File: config.mk
export PLATFORM = sky130hd
export DESIGN_NAME = de0_pwm_sequencer_flat
export DESIGN_NICKNAME = d
export VERILOG_FILES = /design/src/rtl/de0_pwm_sequencer_pkg.sv /design/src/rtl/de0_pwm_sequencer_if.sv /design/src/rtl/de0_pwm_sequencer_counter.sv /design/src/rtl/de0_pwm_sequencer.sv /design/src/flat_wrapper.sv
export SDC_FILE = /design/constraint.sdc
export NUM_CORES = 1
export LEC_CHECK = 0
export ABC_AREA = 1
export CAP_MARGIN = 20
export CORE_MARGIN = 10
export CORE_UTILIZATION = 55
export DETAILED_ROUTE_END_ITERATION = 10
export PLACE_DENSITY = 0.86
export SLEW_MARGIN = 20
export SYNTH_ARGS = -nofsm -noshare
export SYNTH_HDL_FRONTEND = slang
export SYNTH_SLANG_ARGS = --single-unit
export TNS_END_PERCENT = 10
File: constraint.sdc
create_clock -name clk -period 2 [get_ports clk]
set_input_delay 0.2 -clock clk [delete_from_list [all_inputs] [get_ports clk]]
set_output_delay 0.2 -clock clk [all_outputs]
set_load 0.01 [all_outputs]
File: src/rtl/de0_pwm_sequencer_pkg.sv
// Shared constants and types for the de0_pwm_sequencer PWM controller.
package de0_pwm_pkg;

  localparam int CNT_W = 16;

  localparam logic [3:0] ADDR_CTRL      = 4'd0;
  localparam logic [3:0] ADDR_PERIOD    = 4'd1;
  localparam logic [3:0] ADDR_STEP      = 4'd2;
  localparam logic [3:0] ADDR_STATUS    = 4'd3;
  localparam logic [3:0] ADDR_DUTY_BASE = 4'd8;

  localparam int CTRL_EN     = 0;
  localparam int CTRL_AUTO   = 1;
  localparam int CTRL_IRQ_EN = 2;

  typedef enum logic [1:0] {
    IDLE = 2'd0,
    LOAD = 2'd1,
    RUN  = 2'd2
  } pwm_state_e;

endpackage

File: src/rtl/de0_pwm_sequencer_if.sv
// Avalon-MM slave bus bundle for the PWM sequencer register file.
interface de0_pwm_sequencer_if;
  logic [3:0]  address;
  logic        chipselect;
  logic        write_n;
  logic [31:0] writedata;
  logic [31:0] readdata;

  modport master (output address, chipselect, write_n, writedata, input readdata);
  modport slave  (input address, chipselect, write_n, writedata, output readdata);
endinterface

File: src/rtl/de0_pwm_sequencer_counter.sv
// Period FSM, free-running counter, boundary-latched shadows and duty compare.
module de0_pwm_counter #(
  parameter int CNT_W = de0_pwm_pkg::CNT_W
) (
  input  logic             clk,
  input  logic             rst_n,
  input  logic             i_en,
  input  logic [CNT_W-1:0] i_period,
  input  logic [CNT_W-1:0] i_duty,
  output logic             o_idle,
  output logic             o_load,
  output logic             o_terminal,
  output logic             o_pwm
);
  import de0_pwm_pkg::*;

  pwm_state_e       r_state;
  pwm_state_e       w_state_nxt;
  logic [CNT_W-1:0] r_cnt;
  logic [CNT_W-1:0] r_per_sh;
  logic [CNT_W-1:0] r_duty_sh;
  logic             w_terminal;

  assign w_terminal = (r_state == RUN) && (r_cnt == r_per_sh);

  always_comb begin
    w_state_nxt = r_state;
    if (!i_en) begin
      w_state_nxt = IDLE;
    end else begin
      case (r_state)
        IDLE:    w_state_nxt = LOAD;
        LOAD:    w_state_nxt = RUN;
        RUN:     if (w_terminal) w_state_nxt = LOAD;
        default: w_state_nxt = IDLE;
      endcase
    end
  end

  always_ff @(posedge clk or negedge rst_n) begin
    if (!rst_n) r_state <= IDLE;
    else        r_state <= w_state_nxt;
  end

  // Shadows change only in LOAD, so register writes never glitch a running period.
  always_ff @(posedge clk or negedge rst_n) begin
    if (!rst_n) begin
      r_cnt     <= '0;
      r_per_sh  <= '0;
      r_duty_sh <= '0;
    end else begin
      case (r_state)
        LOAD: begin
          r_cnt     <= '0;
          r_per_sh  <= i_period;
          r_duty_sh <= i_duty;
        end
        RUN:     r_cnt <= r_cnt + 1'b1;
        default: r_cnt <= '0;
      endcase
    end
  end

  assign o_idle     = (r_state == IDLE);
  assign o_load     = (r_state == LOAD);
  assign o_terminal = w_terminal;
  assign o_pwm      = (r_state == RUN) && (r_cnt < r_duty_sh);

endmodule

File: src/rtl/de0_pwm_sequencer.sv
// Avalon-MM PWM controller: register file, read mux, auto-step sequencer and irq.
module de0_pwm_sequencer #(
  parameter int CNT_W    = de0_pwm_pkg::CNT_W,
  parameter int NUM_DUTY = 8
) (
  input  logic                 clk,
  input  logic                 reset_n,
  de0_pwm_sequencer_if.slave   avs,
  input  logic [2:0]           duty_num,
  output logic                 pwm_out,
  output logic                 irq
);
  import de0_pwm_pkg::*;

  localparam int IDX_W = $clog2(NUM_DUTY);

  logic [2:0]       r_ctrl;
  logic [CNT_W-1:0] r_period;
  logic [7:0]       r_step;
  logic             r_done;
  logic [CNT_W-1:0] r_duty [NUM_DUTY];
  logic [7:0]       r_step_sh;
  logic [7:0]       r_step_cnt;
  logic [IDX_W-1:0] r_seq_idx;
  logic [IDX_W-1:0] r_act_idx;

  logic             w_wr;
  logic             w_en_eff;
  logic [IDX_W-1:0] w_idx;
  logic             w_idle;
  logic             w_load;
  logic             w_terminal;
  logic             w_unused;

  assign w_wr     = avs.chipselect && !avs.write_n;
  assign w_unused = ^avs.writedata[31:CNT_W];

  // A write to EN acts on the very next edge, hence the bypass around r_ctrl.
  assign w_en_eff = (w_wr && avs.address == ADDR_CTRL) ? avs.writedata[CTRL_EN] : r_ctrl[CTRL_EN];
  assign w_idx    = r_ctrl[CTRL_AUTO] ? r_seq_idx : duty_num[IDX_W-1:0];

  always_ff @(posedge clk or negedge reset_n) begin
    if (!reset_n) begin
      r_ctrl   <= '0;
      r_period <= '0;
      r_step   <= '0;
      for (int i = 0; i < NUM_DUTY; i++) r_duty[i] <= '0;
    end else if (w_wr) begin
      if (avs.address >= ADDR_DUTY_BASE) begin
        r_duty[avs.address[IDX_W-1:0]] <= avs.writedata[CNT_W-1:0];
      end else begin
        case (avs.address)
          ADDR_CTRL:   r_ctrl   <= avs.writedata[2:0];
          ADDR_PERIOD: r_period <= avs.writedata[CNT_W-1:0];
          ADDR_STEP:   r_step   <= avs.writedata[7:0];
          default:     ;
        endcase
      end
    end
  end

  // A terminal in the same cycle as a clear-write keeps DONE set.
  always_ff @(posedge clk or negedge reset_n) begin
    if (!reset_n)                                                     r_done <= 1'b0;
    else if (w_terminal)                                              r_done <= 1'b1;
    else if (w_wr && avs.address == ADDR_STATUS && avs.writedata[0]) r_done <= 1'b0;
  end

  always_ff @(posedge clk or negedge reset_n) begin
    if (!reset_n) begin
      r_step_sh  <= '0;
      r_act_idx  <= '0;
      r_step_cnt <= '0;
      r_seq_idx  <= '0;
    end else begin
      if (w_load) begin
        r_step_sh <= r_step;
        r_act_idx <= w_idx;
      end
      if (!r_ctrl[CTRL_AUTO] || w_idle) begin
        r_step_cnt <= '0;
        r_seq_idx  <= '0;
      end else if (w_terminal) begin
        if (r_step_cnt == r_step_sh) begin
          r_step_cnt <= '0;
          r_seq_idx  <= r_seq_idx + 1'b1;
        end else begin
          r_step_cnt <= r_step_cnt + 1'b1;
        end
      end
    end
  end

  de0_pwm_counter #(.CNT_W(CNT_W)) u_counter (
    .clk        (clk),
    .rst_n      (reset_n),
    .i_en       (w_en_eff),
    .i_period   (r_period),
    .i_duty     (r_duty[w_idx]),
    .o_idle     (w_idle),
    .o_load     (w_load),
    .o_terminal (w_terminal),
    .o_pwm      (pwm_out)
  );

  assign irq = r_done & r_ctrl[CTRL_IRQ_EN];

  always_comb begin
    avs.readdata = '0;
    if (avs.address >= ADDR_DUTY_BASE) begin
      avs.readdata[CNT_W-1:0] = r_duty[avs.address[IDX_W-1:0]];
    end else begin
      case (avs.address)
        ADDR_CTRL:   avs.readdata[2:0]       = r_ctrl;
        ADDR_PERIOD: avs.readdata[CNT_W-1:0] = r_period;
        ADDR_STEP:   avs.readdata[7:0]       = r_step;
        ADDR_STATUS: begin
          avs.readdata[0]          = r_done;
          avs.readdata[4 +: IDX_W] = r_act_idx;
        end
        default:     ;
      endcase
    end
  end

endmodule

File: src/flat_wrapper.sv
// flat-port wrapper written by rule: the top's interface ports become plain ports
module de0_pwm_sequencer_flat import de0_pwm_pkg::*;
#(
  parameter int CNT_W    = de0_pwm_pkg::CNT_W,
  parameter int NUM_DUTY = 8
)
  (clk, reset_n, duty_num, pwm_out, irq, avs_address, avs_chipselect, avs_write_n, avs_writedata, avs_readdata);
  de0_pwm_sequencer_if avs_i ();
  input  logic clk;
  input  logic reset_n;
  input  logic [2:0] duty_num;
  output logic pwm_out;
  output logic irq;
  input wire logic [$bits(avs_i.address)-1:0] avs_address;
  input wire logic [$bits(avs_i.chipselect)-1:0] avs_chipselect;
  input wire logic [$bits(avs_i.write_n)-1:0] avs_write_n;
  input wire logic [$bits(avs_i.writedata)-1:0] avs_writedata;
  output wire logic [$bits(avs_i.readdata)-1:0] avs_readdata;
  assign avs_i.address = avs_address;
  assign avs_i.chipselect = avs_chipselect;
  assign avs_i.write_n = avs_write_n;
  assign avs_i.writedata = avs_writedata;
  assign avs_readdata = avs_i.readdata;
  de0_pwm_sequencer #(.CNT_W(CNT_W), .NUM_DUTY(NUM_DUTY)) u_core (.clk(clk), .reset_n(reset_n), .avs(avs_i), .duty_num(duty_num), .pwm_out(pwm_out), .irq(irq));
endmodule
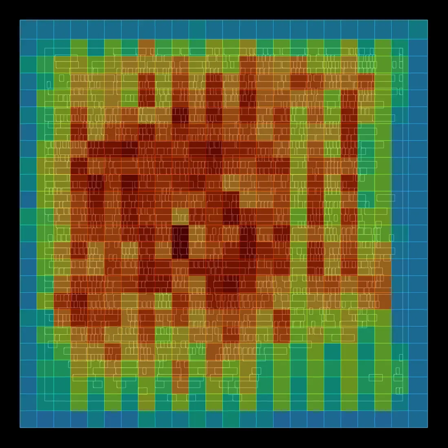
*Routing congestion*
met2 usage: 43.2%
WL/cell: 20.1 um

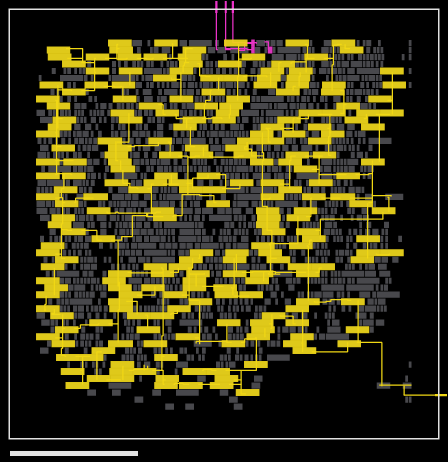
*Nets reached from selected ports*
Scale bar: 50 um.
- yellow: `reset_n` (bits 1; direction input; edge right; end cells 228; wire 1720 um)
- magenta: `duty_num` (bits 3; direction input; edge top; end cells 3; wire 77.5 um)
Boundary Pins: 77
number of port buffers: 44

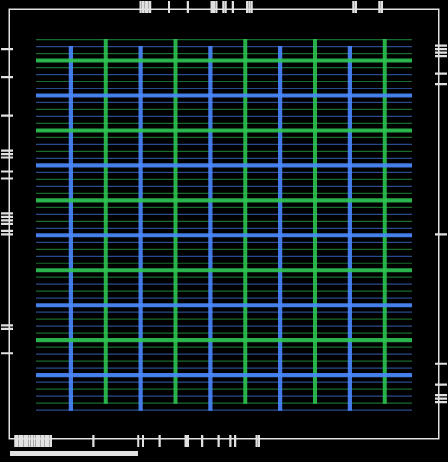
*Floorplan with the power grid*
Scale bar: 50 um. Pins as bars on the die edge.
- blue: VSS
- green: VDD
- rows: 53
- met1 rails: 54
- met4 straps: 10
- signal pins: 77
core box area: 21100 sq um
Die H: 167 um
die width: 167 um
Worst VDD drop: 872 uV

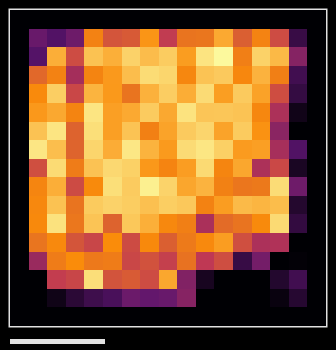
*Local utilization*
Scale bar: 50 um. 17 x 17 tiles, from black (low) to pale yellow (high), 0 to 100% covered.
- fullest tile: 99%
- emptiest ninth of the die: lower right
- tiles over 75% full: 35%
- nearly empty tiles: 27%

cells in the mapped netlist, types with 4 or more instances:
cell | instances | area, sq um
nor3_1 | 25 | 125
xnor2_1 | 14 | 123
or2_2 | 5 | 31.3
buf_2 | 34 | 170
buf_1 | 4 | 15.0
o2111ai_1 | 9 | 78.8
nand4_1 | 13 | 81.3
dfrtp_1 | 228 | 5710
clkbuf_1 | 35 | 131
a21oi_1 | 51 | 255
o211ai_1 | 17 | 128
o21bai_1 | 4 | 30.0
nand2_1 | 406 | 1520
a22oi_1 | 18 | 135
nor2_2 | 7 | 43.8
buf_4 | 20 | 150
inv_1 | 141 | 529
inv_2 | 5 | 18.8
ha_1 | 18 | 225
nor2_1 | 149 | 559
o21ai_0 | 224 | 1120
o22ai_1 | 27 | 169
o21ai_1 | 4 | 20.0
nand3_1 | 42 | 210
==> qor.csv <==
stage;metric;value;unit
pwr;Flop pwr share;42.5;%
detailed_routing;top sig layer;met4;
synth;Synth Seq Share;48.3;%
grt;largest net degree at the start of global routing;56;
pwr;combinational fraction of design power;29.5;%
pwr;Total Power;15.9;mW
cts;CTS tree;yes;
detailed_routing;WL met2;17700;um
grt;met1 usage;32.4;%
pwr;Int Pwr;10.1;mW
worst_setup_path;crit path max fanout;2;
worst_setup_path;RR Startpoint;u_core.r_ctrl[1]$_DFFE_PN0P_;
synth;Mapped Area;11800;sq um
synth;main flop type;dfrtp_1;
layout;fin cells;1917;
worst_setup_path;crit-path cells;inv_1 -> ha_1 -> nand2_1 -> inv_1 -> o21ai_0 -> nand2_1 -> a21oi_2 -> nand2_1 -> nor2_1 -> buf_2;
floorplan;die area;27700;sq um
sta;Setup Viol. Count Final;3;
worst_setup_path;CP Depth;10;
sta;post-route setup slack;-0.196;ns
sta;hold_ws;0.180;ns
detailed_routing;drt total wl;38600;um
cts;CTS Hold Buffers Added;1;
grt;grt total ovfl;0;
layout;Non-clock buffers;150;
layout;CLK BUF;34;
cts;CTS Buf Count;25;
pwr;sw frac;36.2;%
worst_setup_path;Worst EP required;1.80;ns
pwr;sequential power;6.74;mW
layout;inverters;147;
synth;xor/xnor share;1.26;%
pwr;Clock power frac;28.1;%
synth;Synth Area per Inst;7.72;sq um
cts;H-tree levels;1;
layout;Final Core Density;67.1;%
min_path;Hold Crit Class;in -> async;
synth;Cells after Synth;1529;
layout;share of post-route cells with drive strength above 1;13.6;%
grt;initial antenna violation count;1;
sta;Max Transition Viols Final;0;
placed_design;area post-placement;13100;sq um
pwr;Comb power;4.68;mW
worst_setup_path;Worst R2R Setup Slack;0.11;ns
run;stage-log warning count;44;
cts;# resized after CTS;56;
layout;cell type taking the most area;flip-flops and latches;
pwr;Main power group;sequential cells;
pwr;Psw;5.74;mW
floorplan;num tapcells;275;
outcome;run status;finished with violations;
layout;Seq/total area;40.4;%
synth;post-synthesis chip area from yosys;11800;sq um
layout;ClkCell Share;5.49;%
cts;clock sink total;228;
run;max-cap violation count;0;
cts;Post-CTS Setup Repair Bufs;1;
sta;Setup TNS;-0.204;ns
worst_setup_path;Worst Setup Start Kind;flip-flop;
sta;Final min period;2.20;ns
layout;Seq Cell Count;228;
pwr;leak pwr;6.67;nW
cts;clock root buffer;clkbuf_16;
worst_setup_path;Critical Path Most Common Cell;nand2_1;
detailed_routing;via count;11400;
layout;buffer share of cell area;10.2;%
sta;RSZ-0062 raised after global routing;yes;
floorplan;# rows;53;
worst_setup_path;crit path launch;u_core.u_counter.r_duty_sh[14]$_DFFE_PN0N_;
layout;Flop area;5710;sq um
detailed_routing;DR WL met3;4200;um
placed_design;Inst Count DP;1873;
worst_setup_path;CP bufs+invs;3;
worst_setup_path;worst reg2reg endpoint;u_core.u_counter.r_duty_sh[7]$_DFFE_PN0N_;
synth;Adder Area Share;1.91;%
layout;number of logic gates;1076;
worst_setup_path;Top delay family on crit path;flip-flops;
sta;Highest Clock Rate;0.455;GHz
detailed_routing;Antenna Nets Post-Route;0;
detailed_routing;Initial DRT Pass Iterations;6;
layout;Comb area;5320;sq um
synth;ao+oa area frac;17.3;%
layout;FILL cells;1660;
sta;Slew @ Worst Pin;0.513;ns
outcome;failing checks;negative setup slack;
synth;mux frac, synth;0;%
cts;Clock Pin Slew Worst Setup and Hold Paths;0.06;ns
grt;GRT Total Usage;26.8;%
layout;max FFs per register;128;
layout;# nets final;1689;
synth;cells in synth_stat.txt;1529;
placed_design;pre-CTS setup slack;-0.478;ns
placed_design;Detail Placement HPWL;26500;um
floorplan;initial core utilization;56.0;%
layout;most frequent cells in the layout;403 x nand2_1, 222 x dfrtp_1, 220 x o21ai_0;
synth;simple share;22.6;%
layout;Synth-to-Final Area Change;19.8;%
worst_setup_path;CP max stage cell;dfrtp_2;
worst_setup_path;CP arrival;2.00;ns
synth;Logic family by area;simple AND/OR/NAND/NOR gates;
sta;Worst Skew;0.00806;ns
grt;GR Layer Usage met3;6.33;%
worst_setup_path;crit path capture;pwm_out;
pwr;P per Cell Area;1120;nW/um^2
sta;Tcrit/Tclk final;110;%
synth;FFs w/ async S/R, synth;100;%
sta;Max-slew headroom;65.4;%
synth;Distinct lib cells used;41;
cts;deepest clock path buffer count;3;
synth;Ys Warns;0;
cts;clk_lat worst skew;0.52;ns
worst_setup_path;Reg2Reg Depth;9;
layout;combinational share of cell area;37.6;%
Power and IR drop assume default switching activity.
